port_trees.png
Drawn at 8 px/um.
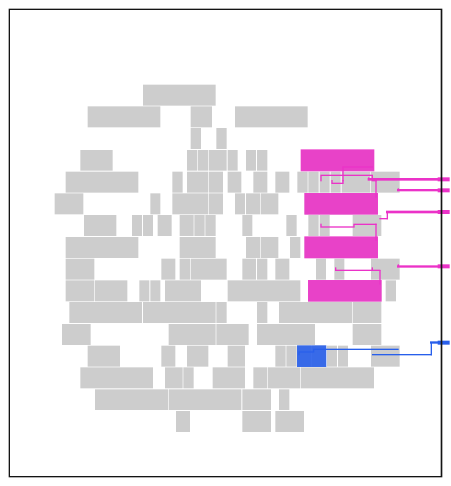
m2.png
Drawn at 4 px/um.
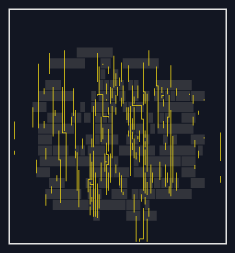
ff_map.png
Drawn at 8 px/um. Other sequential cells in the stronger grey, the rest of the logic in the fainter grey.
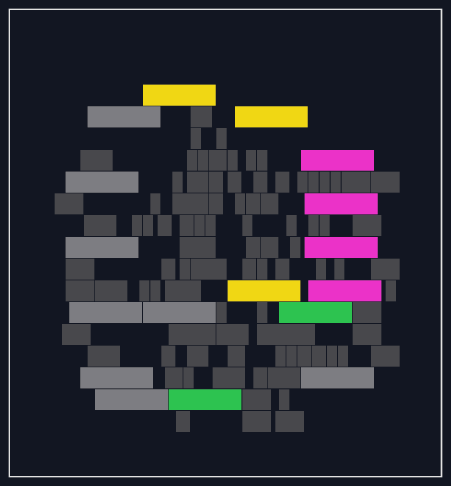
gates.png
Drawn at 8 px/um.
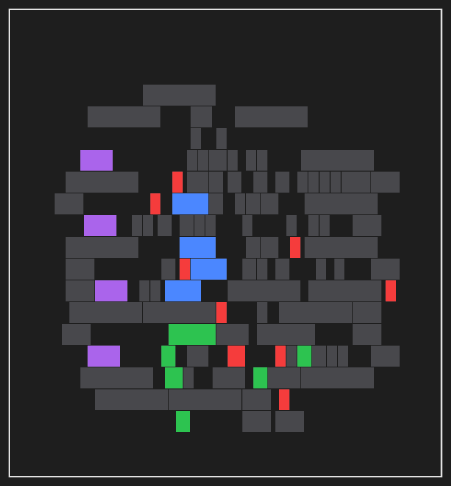
==> src/rtl/gray_pkg.sv <==
// Shared types and constants for the bit-serial Gray-to-binary sequencer.
package gray_pkg;

  // Sequencer states, 2-bit encoding.
  typedef enum logic [1:0] {
    IDLE  = 2'd0,
    SHIFT = 2'd1,
    HOLD  = 2'd2
  } state_t;

  localparam int unsigned GRAY_W_DEFAULT = 4;

  // Bit-index counter width; a 1-bit word still needs a 1-bit index.
  function automatic int unsigned idx_width(input int unsigned w);
    return (w > 1) ? $clog2(w) : 1;
  endfunction

endpackage

==> src/rtl/gray_serial_decode_ctrl.sv <==
// Bit-serial Gray-to-binary converter: one XOR step reused over WIDTH cycles,
// MSB first, with valid/ready handshakes on both sides.
module gray_serial_decode_ctrl
  import gray_pkg::*;
#(
  parameter int unsigned WIDTH = GRAY_W_DEFAULT
) (
  input  logic             clk,
  input  logic             rst,
  input  logic             in_valid,
  output logic             in_ready,
  input  logic [WIDTH-1:0] in_gray,
  output logic             out_valid,
  input  logic             out_ready,
  output logic [WIDTH-1:0] out_bin,
  output logic             busy
);

  localparam int unsigned IW = idx_width(WIDTH);

  state_t           state;
  logic [WIDTH-1:0] gray_r;
  logic [WIDTH-1:0] work_r;
  logic [IW-1:0]    idx;
  logic             carry;

  logic             step_bit;
  logic [WIDTH-1:0] work_next;

  // Single XOR step: current bit is the Gray bit folded with the previous binary bit.
  always_comb begin
    step_bit       = gray_r[idx] ^ carry;
    work_next      = work_r;
    work_next[idx] = step_bit;
  end

  // Sequencer and datapath; out_bin only updates when the final bit lands.
  always_ff @(posedge clk or posedge rst) begin
    if (rst) begin
      state     <= IDLE;
      gray_r    <= '0;
      work_r    <= '0;
      idx       <= '0;
      carry     <= 1'b0;
      out_valid <= 1'b0;
      out_bin   <= '0;
    end else begin
      case (state)
        IDLE: begin
          if (in_valid) begin
            gray_r <= in_gray;
            work_r <= '0;
            idx    <= IW'(WIDTH - 1);
            carry  <= 1'b0;
            state  <= SHIFT;
          end
        end
        SHIFT: begin
          work_r <= work_next;
          carry  <= step_bit;
          if (idx == '0) begin
            out_bin   <= work_next;
            out_valid <= 1'b1;
            state     <= HOLD;
          end else begin
            idx <= idx - 1'b1;
          end
        end
        HOLD: begin
          if (out_ready) begin
            out_valid <= 1'b0;
            state     <= IDLE;
          end
        end
        default: state <= IDLE;
      endcase
    end
  end

  assign in_ready = (state == IDLE);
  assign busy     = (state != IDLE);

endmodule

==> config.mk <==
export PLATFORM = sky130hd
export DESIGN_NAME = gray_serial_decode_ctrl
export DESIGN_NICKNAME = d
export VERILOG_FILES = /design/src/rtl/gray_pkg.sv /design/src/rtl/gray_serial_decode_ctrl.sv
export SDC_FILE = /design/constraint.sdc
export NUM_CORES = 1
export LEC_CHECK = 0
export ABC_AREA = 1
export ABC_CLOCK_PERIOD_IN_PS = 2000
export CAP_MARGIN = 20
export CORE_ASPECT_RATIO = 1.1
export CORE_MARGIN = 5
export CORE_UTILIZATION = 40
export CTS_CLUSTER_DIAMETER = 200
export CTS_CLUSTER_SIZE = 20
export DETAILED_ROUTE_END_ITERATION = 10
export HOLD_SLACK_MARGIN = 0.03
export PLACE_DENSITY = 0.73
export SYNTH_ARGS = -nofsm -noshare
export SYNTH_HDL_FRONTEND = slang
export SYNTH_SLANG_ARGS = --single-unit
==> constraint.sdc <==
create_clock -name clk -period 2 [get_ports clk]
set_input_delay 0.2 -clock clk [delete_from_list [all_inputs] [get_ports clk]]
set_output_delay 0.2 -clock clk [all_outputs]
set_load 0.02 [all_outputs]
==> impl_metrics.tcl <==
# metrics dict for downstream scripts
set metrics [dict create \
    fin_hold_ws_ns 0.286 \
    place_ws_ns 0.515 \
    top_usage_layer "met2" \
    seq_cells 17 \
    grt_max_degree 18 \
    power_w 0.00171 \
    drt_first_pass_iters 4 \
    drc 0 \
    crit_slowest_cell "clkdlybuf4s50_1" \
    cts.sinks 17 \
    grt_pass1_vias 577 \
    tightestPinTransition_ns 0.635 \
    final_nets 120 \
    ys_ff 17 \
    design_area_um2 1050 \
    use_met2_pct 16.8 \
    yosys.area.top_type "dfrtp_1" \
    areaGrowthSynthToFinish_pct 23.8 \
    required_ns 1.80 \
    antenna_found_initial 0 \
    top_area_cell_class "registers" \
    cts_tree "done" \
    irDropWorstVdd_uv 840 \
    fa_ha_area_share_pct 5.92 \
    synthDistinctLibCells 18 \
    cp_num_buf_inv 1 \
    top_logic_kind "simple AND/OR/NAND/NOR gates" \
    logic_area_um2 384 \
    fillers 198 \
    synth_top_area_share_pct 50.3 \
    h-tree-depth 1 \
    io_buffer_count 14 \
    async_flop_share_pct 100 \
    grt_first_pass_wirelength_mm 2.47 \
    report.final.slew_viol_count 0 \
    clock_tree.buffer_depth 2 \
    timing.rr.start "idx[0]" \
    power-top-group "combinational logic" \
    pg_clk_w 0.000181 \
    rr_worst_depth 7 \
    drv_cap 0 \
    finalHoldViolCount 0 \
    status "complete, no violations" \
    synth-xor-area-share_pct 0 \
    crit_chain "nor2_4 > clkdlybuf4s50_1" \
    place_inst 131 \
    ios 15 \
    crit_arrival_ns 1.61 \
    numCtsBuffers 3 \
]
## Picture notes: port_trees.png
colour	port	bits	direction	edge	end cells	buffers	wire
blue	`out_ready`	1	input	right	2	1	22.8 um
magenta	`out_bin`	4	output	right	4	4	62.3 um

## Picture notes: m2.png
longest straight run	21.4 um
nets with wire on the layer	97

## Picture notes: ff_map.png
colour	signal	placed flops
yellow	`work_r`	3
magenta	`out_bin`	4
green	`state`	2
Sequential Power: 0.000617 W
Flop area: 425 um2
Seq area share: 40.6%
fin util: 51.8%

## Picture notes: gates.png
colour	family	cells
red	inv cells	9
purple	mux cells	4
green	aoi and oai cells	6
blue	fa/ha/maj cells	4
most instantiated logic cell after routing: nand2_1
fin cells: 135
multi-input combinational area share: 36.7%

flip-flops by register name, summed over array words and instances, names as in the netlist:
register,count
carry,1
gray_r,4
idx,2
out_bin,4
out_valid,1
state,2
work_r,3
how the worst max path moves through the flow:
| stage | depth (start not counted) | slack (ns) | end | start |
|---|---|---|---|---|
| floorplan | 7 | 0.74 | out_bin[1] | idx[0] |
| global placement | 2 | 0.53 | in_ready | state[1] |
| detailed placement | 2 | 0.51 | in_ready | state[1] |
| CTS | 2 | 0.18 | in_ready | state[1] |
| global route | 2 | 0.15 | in_ready | state[1] |
| finish | 2 | 0.19 | in_ready | state[1] |
Power is estimated from default activity; no workload was simulated.
